## config.mk

```make
export PLATFORM = sky130hd
export DESIGN_NAME = switch_input_ctrl_flat
export DESIGN_NICKNAME = d
export VERILOG_FILES = /design/src/rtl/switch_input_ctrl_if.sv /design/src/rtl/switch_input_ctrl.sv /design/src/flat_wrapper.sv
export SDC_FILE = /design/constraint.sdc
export NUM_CORES = 1
export LEC_CHECK = 0
export CORE_MARGIN = 4
export CORE_UTILIZATION = 30
export DETAILED_ROUTE_END_ITERATION = 10
export GPL_ROUTABILITY_DRIVEN = 0
export REMOVE_ABC_BUFFERS = 1
export SLEW_MARGIN = 20
export SYNTH_ARGS = -nofsm -noshare
export SYNTH_HDL_FRONTEND = slang
export SYNTH_SLANG_ARGS = --single-unit
```

## constraint.sdc

```tcl
create_clock -name clk -period 2.65 [get_ports clk]
set_input_delay 0.795 -clock clk [delete_from_list [all_inputs] [get_ports clk]]
set_output_delay 0.795 -clock clk [all_outputs]
set_load 0.02 [all_outputs]
```

## src/rtl/switch_input_ctrl_if.sv

```systemverilog
// switch_input_ctrl_if: IO bus between the memory/IO mux stage and the switch input block
// master: drives switch_ctrl (chip select), io_read (read strobe), io_addr (byte offset); samples io_rdata
// slave : samples switch_ctrl, io_read, io_addr; drives io_rdata
interface switch_input_ctrl_if;
  logic        switch_ctrl;
  logic        io_read;
  logic [3:0]  io_addr;
  logic [15:0] io_rdata;
  modport master (output switch_ctrl, io_read, io_addr, input io_rdata);
  modport slave (input switch_ctrl, io_read, io_addr, output io_rdata);
endinterface

```

## src/rtl/switch_input_ctrl.sv

```systemverilog
// switch_input_ctrl: debounced confirm button latches the board switches for IO reads
// clk, rst        : clock, asynchronous active-high reset
// bus (slave)     : switch_ctrl/io_read/io_addr select a register, io_rdata returns it combinationally
// sw_in           : raw board switches (asynchronous)
// confirm_btn     : raw confirm push-button (asynchronous, active-high)
// data_ready      : a latched switch value is waiting to be read (also drives an LED)
module switch_input_ctrl #(
  parameter int unsigned DEB_CYCLES = 500000,
  parameter int unsigned CNT_W      = 20
) (
  input  logic               clk,
  input  logic               rst,
  switch_input_ctrl_if.slave bus,
  input  logic [15:0]        sw_in,
  input  logic               confirm_btn,
  output logic               data_ready
);
  typedef enum logic {IDLE, READY} state_t;
  localparam logic [CNT_W-1:0] DEB_MAX = CNT_W'(DEB_CYCLES - 1);
  logic [15:0] sw_meta_q, sw_sync_q, sw_latched_q;
  logic btn_meta_q, btn_sync_q, btn_stable_q, btn_stable_d, btn_prev_q, press_pulse_q;
  logic [CNT_W-1:0] cnt_q, cnt_d;
  state_t state_q;
  logic data_ready_q, sel, data_rd;
  assign sel        = bus.switch_ctrl & bus.io_read;
  assign data_rd    = sel & (bus.io_addr == 4'h0);
  assign data_ready = data_ready_q;
  assign bus.io_rdata = !sel                 ? 16'h0000 :
                        bus.io_addr == 4'h0 ? sw_latched_q :
                        bus.io_addr == 4'h2 ? {15'b0, data_ready_q} :
                        bus.io_addr == 4'h4 ? sw_sync_q : 16'h0000;
  // The counter runs only while the synchronized level disagrees with the accepted one;
  // on the DEB_CYCLES-th disagreeing sample the new level is accepted.
  always_comb begin
    cnt_d        = (btn_sync_q == btn_stable_q || cnt_q == DEB_MAX) ? '0 : cnt_q + 1'b1;
    btn_stable_d = (btn_sync_q != btn_stable_q && cnt_q == DEB_MAX) ? btn_sync_q : btn_stable_q;
  end
  always_ff @(posedge clk or posedge rst) begin
    if (rst) begin
      sw_meta_q     <= '0;
      sw_sync_q     <= '0;
      btn_meta_q    <= 1'b0;
      btn_sync_q    <= 1'b0;
      cnt_q         <= '0;
      btn_stable_q  <= 1'b0;
      btn_prev_q    <= 1'b0;
      press_pulse_q <= 1'b0;
    end else begin
      sw_meta_q     <= sw_in;
      sw_sync_q     <= sw_meta_q;
      btn_meta_q    <= confirm_btn;
      btn_sync_q    <= btn_meta_q;
      cnt_q         <= cnt_d;
      btn_stable_q  <= btn_stable_d;
      btn_prev_q    <= btn_stable_q;
      press_pulse_q <= btn_stable_q & ~btn_prev_q;
    end
  end
  // A press always wins over a coinciding read: the read sees the old value, the new one latches.
  always_ff @(posedge clk or posedge rst) begin
    if (rst) begin
      state_q      <= IDLE;
      data_ready_q <= 1'b0;
      sw_latched_q <= '0;
    end else if (press_pulse_q) begin
      state_q      <= READY;
      data_ready_q <= 1'b1;
      sw_latched_q <= sw_sync_q;
    end else if (state_q == READY && data_rd) begin
      state_q      <= IDLE;
      data_ready_q <= 1'b0;
    end
  end
endmodule

```

## src/flat_wrapper.sv

```systemverilog
// flat-port wrapper written by rule: the top's interface ports become plain ports
module switch_input_ctrl_flat 
#(
  parameter int unsigned DEB_CYCLES = 500000,
  parameter int unsigned CNT_W      = 20
)
  (clk, rst, sw_in, confirm_btn, data_ready, bus_switch_ctrl, bus_io_read, bus_io_addr, bus_io_rdata);
  switch_input_ctrl_if bus_i ();
  input  logic clk;
  input  logic rst;
  input  logic [15:0] sw_in;
  input  logic confirm_btn;
  output logic data_ready;
  input wire logic [$bits(bus_i.switch_ctrl)-1:0] bus_switch_ctrl;
  input wire logic [$bits(bus_i.io_read)-1:0] bus_io_read;
  input wire logic [$bits(bus_i.io_addr)-1:0] bus_io_addr;
  output wire logic [$bits(bus_i.io_rdata)-1:0] bus_io_rdata;
  assign bus_i.switch_ctrl = bus_switch_ctrl;
  assign bus_i.io_read = bus_io_read;
  assign bus_i.io_addr = bus_io_addr;
  assign bus_io_rdata = bus_i.io_rdata;
  switch_input_ctrl #(.DEB_CYCLES(DEB_CYCLES), .CNT_W(CNT_W)) u_core (.clk(clk), .rst(rst), .bus(bus_i), .sw_in(sw_in), .confirm_btn(confirm_btn), .data_ready(data_ready));
endmodule
```

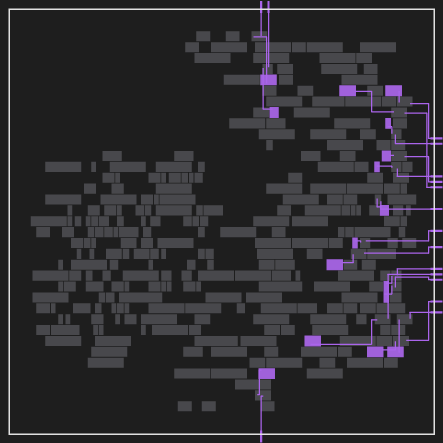
(run_1/port_trees.png)
(4 px per micron)
Key: bus_io_rdata = purple [direction output, end cells 16, buffers 16, wire 334 microns]

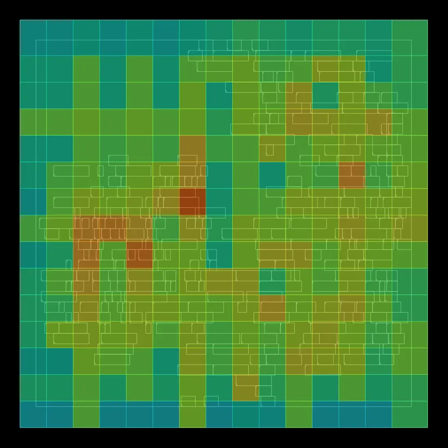
(run_1/congestion_map.png)
GRT Resource Usage Total: 10.5%
global routing usage on met2: 15.6%

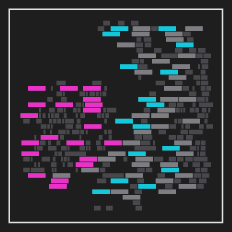
(run_1/ff_map.png)
(2 px per micron)
Key: u_core.cnt_q = magenta [flops 20]; u_core.sw_meta_q = cyan [flops 16]
Another 38 sequential cells are not coloured.

==> run 1: how the worst max path moves through the flow <==
stage,end,from,depth (start not counted),slack [ns]
2_1_floorplan,u_core.btn_meta_q$_DFF_PP0_,rst,1,-0.03
4_1_cts,bus_io_rdata[1],bus_io_addr[3],5,-0.04
3_5_place_dp,bus_io_rdata[1],bus_io_addr[3],5,-0.87
6_report,bus_io_rdata[12],bus_io_addr[3],5,-0.003
3_3_place_gp,bus_io_rdata[1],bus_io_addr[3],5,-0.89
5_1_grt,bus_io_rdata[5],bus_io_addr[3],5,-0.05
==> run 1: cells by family after synthesis <==
family,after synthesis
AND-OR/OR-AND,9
adder cells (fa/ha/maj),1
buffers and inverters,16
XOR/XNOR,16
multiplexers,33
flip-flops,74
AND/OR/NAND/NOR,78
==> run 1: critical path, cell delays in order <==
cell and delay [ns]:
sky130_fd_sc_hd__buf_6 0.09, sky130_fd_sc_hd__or4_4 0.56, sky130_fd_sc_hd__buf_6 0.16, sky130_fd_sc_hd__nor2_2 0.10, sky130_fd_sc_hd__buf_4 0.14
==> run 1: layout by cell type, fill, tap and decap left out, types with 2 or more instances in the layout <==
cell type	instances
sky130_fd_sc_hd__a21oi_1	3
sky130_fd_sc_hd__buf_12	4
sky130_fd_sc_hd__buf_2	3
sky130_fd_sc_hd__buf_4	15
sky130_fd_sc_hd__buf_6	12
sky130_fd_sc_hd__bufinv_16	3
sky130_fd_sc_hd__clkbuf_8	9
sky130_fd_sc_hd__clkdlybuf4s50_1	19
sky130_fd_sc_hd__dfrtp_1	74
sky130_fd_sc_hd__inv_1	5
sky130_fd_sc_hd__mux2_2	17
sky130_fd_sc_hd__mux2i_1	14
sky130_fd_sc_hd__nand2_1	6
sky130_fd_sc_hd__nand3_1	7
sky130_fd_sc_hd__nand4_1	6
sky130_fd_sc_hd__nor2_1	27
sky130_fd_sc_hd__nor2_2	2
sky130_fd_sc_hd__nor2_4	8
sky130_fd_sc_hd__nor3_1	5
sky130_fd_sc_hd__nor4_1	4
sky130_fd_sc_hd__o21ai_0	4
sky130_fd_sc_hd__or3_1	4
sky130_fd_sc_hd__or4_1	2
sky130_fd_sc_hd__or4_4	3
sky130_fd_sc_hd__xnor2_1	12
sky130_fd_sc_hd__xor2_1	4
==> run 1: power groups by stage <==
stage                     Sequential [mW]  Clock [mW]  Combinational [mW]
after floorplan                      1.19           0              0.0427
after global placement               1.19           0               0.112
after detailed placement             1.19           0               0.114
after CTS                            1.17        1.08               0.125
after global routing                 1.18        1.13               0.140
final                                1.17        1.03               0.126
==> run 1: stage by stage <==
step / TNS (ns) / instances / hold slack (ns) / setup slack (ns) / cell area, sq um
after CTS: -0.130 / 416 / 0.347 / -0.0405 / 3800
after global routing: -0.324 / 417 / 0.351 / -0.0513 / 3850
final: -0.0122 / 417 / 0.342 / -0.00299 / 3850
after floorplan: -2.47 / 217 / 0.331 / -0.0334 / 2820
after detailed placement: -12.96 / 395 / 0.335 / -0.874 / 3480
after global placement: -12.90 / 395 / 0.332 / -0.887 / 3480
==> Table 3: Implementation characteristics, run 1 <==
Summary of implementation characteristics

Parameter                              Value

Hold path
  Path category of the worst min-delay check    flop to flop
  Hold Crit Start    u_core.sw_meta_q[8]$_DFF_PP0_

Final layout
  Layout net count    around 310
  Largest class    sequential cells
  Number of clock buffers in the layout    10
  Inverters    6
  Number of diodes added for antenna fixing    0

Power
  Standby leakage power    about 1.7 nW
  Ratio of total power to cell area    ~610 mW/mm^2
  Switching power    479 uW
  Sw frac    20.6%
  Largest voltage drop on the vdd net    ~270 uV
  Cell Int Power    1.85 mW
  Sequential Power Share    50.3%

Global routing
  Number of antenna violations at the first check in global routing    0
  Top Usage Layer GRT    met2
  Pin count of the biggest net entering global routing    63
  Met1 Resource Use GR    13.5%

STA
  Final critical-path required period    2.65 ns
  Slack of the critical path    -0.00299 ns
  Final period utilization    100%
  Worst Skew    0.0114 ns
  Transition time of the tightest slew-check pin    0.764 ns
  Number of setup violations in the final report    6
  Highest attainable clock frequency    approximately 0.38 GHz

CTS
  CTS tree    done
  Clock Sink Count    ~74
  Root Driver    sky130_fd_sc_hd__clkbuf_8

Yosys
  Cell type with the largest total area    sky130_fd_sc_hd__dfrtp_1
  Post-Synth AOI/OAI Area    1.74%
  Post-Synth Simple-Gate Area    a little over an eighth
  Mux cell area share after synthesis    12.2%
  Adder Area Share    0.436%
  Comb area leader    simple AND/OR/NAND/NOR gates
  Synth Area in XOR/XNOR    4.88%
  Yosys synthesis warning count    0
  #FFs+latches synth    roughly 74

Drt
  Per-cell routed wire length    between 10 and 15 microns
  Vias per std cell    4.45

Status
  Run status    finished, violations left
  Violated checks    negative setup slack

Setup path
  Cell count of the worst reg-to-reg path    5
  Reg-to-reg endpoint    u_core.btn_stable_q$_DFFE_PP0P_
  Critical path endpoint category    output port
  Critical path data arrival time    1.86 ns
  CP Data Required Time    1.86 ns

Floorplanning
  Initial cell density of the core    30.9%
  Core Region    0.00928 sq mm
  Width of the die    approximately 110 microns

Placement
  Number of port buffers    41
==> run 1 -> run 2 <==
--- a/config.mk
+++ b/config.mk
@@ -5,6 +5,8 @@
 export SDC_FILE = /design/constraint.sdc
 export NUM_CORES = 1
 export LEC_CHECK = 0
+export ABC_AREA = 1
+export CAP_MARGIN = 10
 export CORE_MARGIN = 4
 export CORE_UTILIZATION = 30
 export DETAILED_ROUTE_END_ITERATION = 10
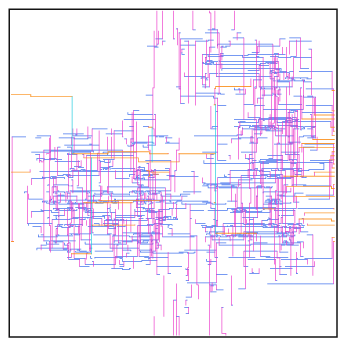
(run_2/layers.png)
(3 px per micron)
Key: M3 = orange [wire length 347 microns]; M4 = cyan [wire length 105 microns]; M1 = blue [wire length 3030 microns]; M2 = magenta [wire length 3050 microns]

==> run 2 against run 1 <==
Against the previous run: the flow now finishes without violations; maximum frequency increased by 2.6%; register-to-register slack gained 0.54 ns; cell area grew 1.4%; sequential cell count stayed put; utilization is 1.7 points lower; sequential share of layout area decreased by 0.66 points; non-clock buffer count unchanged; routed wire length is 21% higher; clock skew fell by 0.0022 ns.
==> Table 3: Implementation characteristics, run 2 <==
Summary of implementation characteristics

Parameter                              Value

STA
  Slack of the critical path    0.0644 ns (+0.0674 ns)
  Highest attainable clock frequency    0.387 GHz (+2.6%)
  Final period utilization    97.6% (-2.5 points)
  Worst Skew    0.00919 ns (-0.00223 ns)

Global routing
  Top Usage Layer GRT    met2
  GRT Resource Usage Total    11.9% (+1.4 points)
  Global routing usage on met2    19.0% (+3.4 points)

Status
  Run status    finished, final reports clean

Power
  Cell Int Power    1.74 mW (-5.8%)
  Standby leakage power    1.68 nW (-1.3%)
  Sw frac    22.4% (+1.8 points)
  Largest voltage drop on the vdd net    271 uV (+1.9%)
  Sequential Power Share    52.1% (+1.8 points)
  Ratio of total power to cell area    575 mW/mm^2 (-4.9%)
  Switching power    503 uW (+4.9%)

Placement
  Standard cell area after detailed placement    0.00365 sq mm (+5.0%)
  Pre-CTS setup slack    -0.671 ns (+0.203 ns)
  Number of port buffers    41 (unchanged)

Setup path
  Slowest stage cell, crit path    sky130_fd_sc_hd__dlygate4sd2_1
  Highest cell delay on the worst timing path    0.26 ns (-0.30 ns)
  Reg-to-reg endpoint    u_core.cnt_q[18]$_DFF_PP0_
  CP Data Required Time    1.86 ns (about the same)
  Cell count of the worst reg-to-reg path    8 (+3)

CTS
  Clock Sink Count    74 (unchanged)
  Root Driver    sky130_fd_sc_hd__clkbuf_8
  CTS tree    done

Final layout
  Number of diodes added for antenna fixing    0 (unchanged)
  Top logic cell by instance count in the layout    sky130_fd_sc_hd__dfrtp_1
  Most frequent cells in the layout    sky130_fd_sc_hd__dfrtp_1, sky130_fd_sc_hd__nand2_1, sky130_fd_sc_hd__nor2_1
  Final Non-Filler Cells    511 (+23%)

Yosys
  Yosys synthesis warning count    0 (unchanged)
  #FFs+latches synth    74 (unchanged)
  Cell type with the largest total area    sky130_fd_sc_hd__dfrtp_1

Drt
  Per-cell routed wire length    12.8 microns (-1.6%)
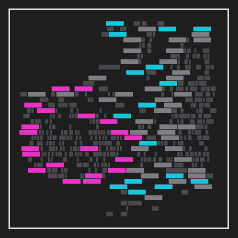
(run_2/ff_map.png)
(2 px per micron)
Key: u_core.sw_meta_q = cyan [flops 16]; u_core.cnt_q = magenta [flops 20]
Another 38 sequential cells are not coloured.

run 2: netlist changes by cell type after synthesis, sizes merged, moves of 10 or more:
cell	delta
mux2	-16
o21ai	+27
inv	+32
nand2	+53
mux2i	-16
nor2	+15
nand4	+11
nand3	+10
run 2: worst max-delay path by stage:
stage	start	to	slack, ns
floorplan	bus_switch_ctrl	bus_io_rdata[10]	-0.15
global placement	bus_io_addr[0]	bus_io_rdata[4]	-0.64
detailed placement	bus_io_addr[0]	bus_io_rdata[15]	-0.67
CTS	bus_io_addr[3]	bus_io_rdata[8]	0.005
global route	bus_io_addr[0]	bus_io_rdata[0]	-0.03
finish	bus_io_addr[2]	bus_io_rdata[13]	0.06
run 2: power groups by stage:
stage	Combinational [mW]	Sequential, mW	Clock (mW)
after floorplan	0.0452	1.19	0
final	0.118	1.17	0.957
after global routing	0.131	1.18	1.04
after CTS	0.119	1.17	0.998
after detailed placement	0.113	1.20	0
after global placement	0.112	1.19	0
run 2: metal layers:
| layer | up-vias | wire (microns) |
|---|---|---|
| met5 | - | 0 |
| met1 | 1072 | 3030 |
| met2 | 52 | 3050 |
| met4 | 0 | 105 |
| li1 | 1128 | - |
| met3 | 11 | 346 |
run 2: cell families (layout without fill, tap and decap cells):
logic type / Yosys count / in the layout / share of synthesized area [%]
adders and majority gates: 1 / 1 / 0.411
and+or+nand+nor: 147 / 147 / 23.0
xor gates and xnor gates: 10 / 10 / 3.12
AOI/OAI and AO/OA: 36 / 36 / 6.04
buffers and inverters: 46 / 109 / 6.24
muxes: 1 / 1 / 0.370
DFF: 74 / 74 / 60.8
run 2: critical path: cells and delay by family:
kind | cells | cell delay, ns
buffers and inverters | 3 | 0.61
and+or+nand+nor | 2 | 0.25
AOI/OAI and AO/OA | 1 | 0.14
run 2: through the flow:
stage / hold slack, ns / setup TNS (ns) / power (mW)
after floorplan: 0.331 / -4.10 / 1.24
after global placement: 0.332 / -9.81 / 1.31
after detailed placement: 0.336 / -10.17 / 1.31
after CTS: 0.349 / 0 / 2.29
after global routing: 0.357 / -0.0250 / 2.35
final: 0.345 / 0 / 2.25
run 2: final cells by class:
cell class                 instances  share of cell area, %
multi-input combinational        195                   26.8
clock inverter                     6                   2.31
timing repair buffer              55                   12.3
tap                              133                   4.26
sequential                        74                   47.4
clock buffer                      10                   3.27
inverter                          38                   3.65
run 2: timing repair:
item                       4_1_cts  5_1_grt
gates cloned                     3        0
gates resized                  108       23
setup endpoints to repair       16       16
pin swaps                        5        5
buffers inserted                 3        0
hold endpoints to repair         0        0
==> run 2 -> run 3 <==
--- a/config.mk
+++ b/config.mk
@@ -11,6 +11,7 @@
 export CORE_UTILIZATION = 30
 export DETAILED_ROUTE_END_ITERATION = 10
 export GPL_ROUTABILITY_DRIVEN = 0
+export GPL_TIMING_DRIVEN = 0
 export REMOVE_ABC_BUFFERS = 1
 export SLEW_MARGIN = 20
 export SYNTH_ARGS = -nofsm -noshare
==> constraint.sdc (replaced) <==
create_clock -name clk -period 3.31 [get_ports clk]
set_input_delay 0.993 -clock clk [delete_from_list [all_inputs] [get_ports clk]]
set_output_delay 0.993 -clock clk [all_outputs]
set_load 0.02 [all_outputs]
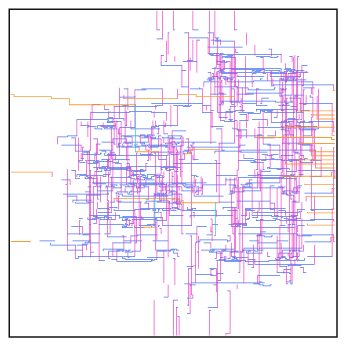
(run_3/layers.png)
(3 px per micron)
Key: M2 = magenta [wire length 3020 microns]; M4 = cyan [wire length 36.0 microns]; M3 = orange [wire length 357 microns]; M1 = blue [wire length 2850 microns]

==> run 3 against run 2 <==
Against the previous run: non-clock buffer count is 4 lower; die size is the same; clock skew about the same; sequential cell count did not move; power fell by 22%; sequential share of layout area is 0.53 points lower; synthesized cell count did not move; register-to-register slack better by 0.67 ns; routed wire length fell by 4.0%; final cell count fell by 0.59%; critical path type unchanged; largest cell class unchanged; highest routed layer unchanged.
==> Table 3: Implementation characteristics, run 3 <==
Summary of implementation characteristics

Parameter                              Value

STA
  Setup TNS    0 ns (unchanged)
  Highest attainable clock frequency    0.307 GHz
  Worst Skew    0.00905 ns (-0.000146 ns)
  Slack of the critical path    0.0575 ns (-0.00685 ns)
  Final-layout worst hold slack    0.348 ns (+0.00319 ns)
  Final period utilization    98.3%

Global routing
  Vias in the first global route    approximately 2300
  GRT Resource Usage Total    11.6% (-0.30 points)
  First-pass GRT wire length    ~11 mm
  Pin count of the biggest net entering global routing    around 57

Setup path
  Launch point of the critical path    bus_io_addr[3]
  Reg-to-reg endpoint    u_core.cnt_q[18]$_DFF_PP0_
  CP Data Required Time    2.32 ns (+0.46 ns)
  Cell count of the worst reg-to-reg path    8 (unchanged)
  Critical path launch point type    input port

Yosys
  Count of instantiated cells in the yosys netlist    315
  Fraction of post-synthesis cell area in the top cell type by area    60.8%
  #FFs+latches synth    74 (unchanged)
  Post-synthesis sequential area ratio    between 60% and 70%
  Synthesized instance count    315
  Async S/R FF share, synth    100%
  Average instance area after synthesis    9.67 sq um
  Yosys synthesis warning count    0 (unchanged)
  Cell type with the largest total area    sky130_fd_sc_hd__dfrtp_1

Final layout
  Layout net count    396
  Number of diodes added for antenna fixing    0 (unchanged)
  Top logic cell by instance count in the layout    sky130_fd_sc_hd__dfrtp_1
  Most frequent cells in the layout    sky130_fd_sc_hd__dfrtp_1, sky130_fd_sc_hd__nand2_1, sky130_fd_sc_hd__inv_1, sky130_fd_sc_hd__nor2_1, sky130_fd_sc_hd__clkdlybuf4s50_1
  Final Non-Filler Cells    508 (-0.59%)

Power
  Switching power    411 uW (-18%)
  Ratio of total power to cell area    446 mW/mm^2 (-23%)
  Cell Int Power    1.35 mW (-23%)
  Largest voltage drop on the vdd net    218 uV (-19%)
  Standby leakage power    1.70 nW (+1.4%)
  Sequential Power Share    53.3% (+1.2 points)
  Sw frac    23.4% (+1.0 points)

Drt
  DRT antenna net count    0
  Per-cell routed wire length    12.3 microns (-3.4%)

Hold path
  Number of stages on the worst hold path    0
  Path category of the worst min-delay check    flop to flop

Placement
  Pre-CTS setup slack    -1.32 ns (-0.647 ns)
  Placed cell count    482
  Number of port buffers    41 (unchanged)

CTS
  CTS tree    done
  Clock Sink Count    74 (unchanged)
  Root Driver    sky130_fd_sc_hd__clkbuf_8

Status
  Run status    finished, final reports clean

Floorplanning
  Floorplan die area    about 0.012 sq mm

Flow run
  Warning total across the stage logs    26
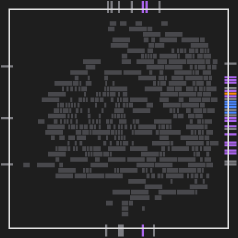
(run_3/pinout.png)
(2 px per micron) Pins as bars across the die edge, other pins in grey.
Key: bus_io_rdata = purple [pins 16, direction output, edge 13 right, 2 top, 1 bottom]; bus_io_read = orange [pins 1, direction input, edge right]; bus_io_addr = blue [pins 4, direction input, edge right]

[run 3: cell counts after synthesis]
No cell type changed its count.
[run 3: timing repair]
| item | CTS | global route |
|---|---|---|
| setup buffers | 7 | 2 |
| hold buffers | 0 | 0 |
| pin swaps | 4 | 7 |
| gates cloned | 1 | 0 |
| gates resized | 107 | 22 |
| endpoints found under the setup margin | 16 | 16 |
[run 3: through the flow]
| stage | instance area [sq um] | power, mW | util, % |
|---|---|---|---|
| floorplan | 3000 | 0.990 | - |
| global placement | 3580 | 1.04 | 36.4 |
| detailed placement | 3610 | 1.04 | 36.7 |
| CTS | 3870 | 1.79 | 39.4 |
| global route | 3950 | 1.84 | 40.2 |
| finish | 3950 | 1.76 | 40.2 |
[run 3: per-layer routing]
layer  wire (microns)  part of all wire [%]  track usage (%)  up-vias
li1                 -                     -                -     1118
met1             2850                    46             14.5     1079
met2             3020                    48             19.2       39
met3              356                   5.7             4.09        6
met4               36                  0.57             2.98        0
met5                0                     0                0        -
[run 3: kinds of logic (layout without fill, tap and decap cells)]
kind of cell | Yosys count | count (layout) | synth area share (%)
AND-OR/OR-AND | 36 | 36 | 6.04
AND/OR/NAND/NOR | 147 | 148 | 23.0
XOR/XNOR | 10 | 10 | 3.12
adder cells (fa/ha/maj) | 1 | 1 | 0.411
buffers and inverters | 46 | 105 | 6.24
flip-flops | 74 | 74 | 60.8
multiplexers | 1 | 1 | 0.370
[run 3: worst max-delay path by stage]
| stage | cells past startpoint | end |
|---|---|---|
| global placement | 6 | bus_io_rdata[6] |
| CTS | 7 | bus_io_rdata[7] |
| floorplan | 4 | bus_io_rdata[10] |
| finish | 5 | bus_io_rdata[14] |
| global route | 5 | bus_io_rdata[5] |
| detailed placement | 6 | bus_io_rdata[6] |
[run 3: power groups by stage]
stage	clock network [mW]	registers (mW)	logic (mW)
after floorplan	0	0.954	0.0362
after global placement	0	0.956	0.0801
after detailed placement	0	0.957	0.0861
after CTS	0.751	0.938	0.0995
after global routing	0.790	0.941	0.109
final	0.722	0.938	0.0990
[run 3: layout make-up]
class	instances	area (sq um)
flip-flops and latches	74	1850
fillers	987	5870
well taps	133	166
clock buffers	10	138
repair buffers	51	487
clock inverters	6	72.6
inverters	38	149
multi-input cells	196	1090
[run 3: worst max-delay path, cell delays in order]
cell                              delay (ns)
sky130_fd_sc_hd__clkdlybuf4s50_1        0.50
sky130_fd_sc_hd__nor2_4                 0.21
sky130_fd_sc_hd__nand3_4                0.21
sky130_fd_sc_hd__o21ai_4                0.21
sky130_fd_sc_hd__buf_6                  0.13
Power and IR drop assume default switching activity.
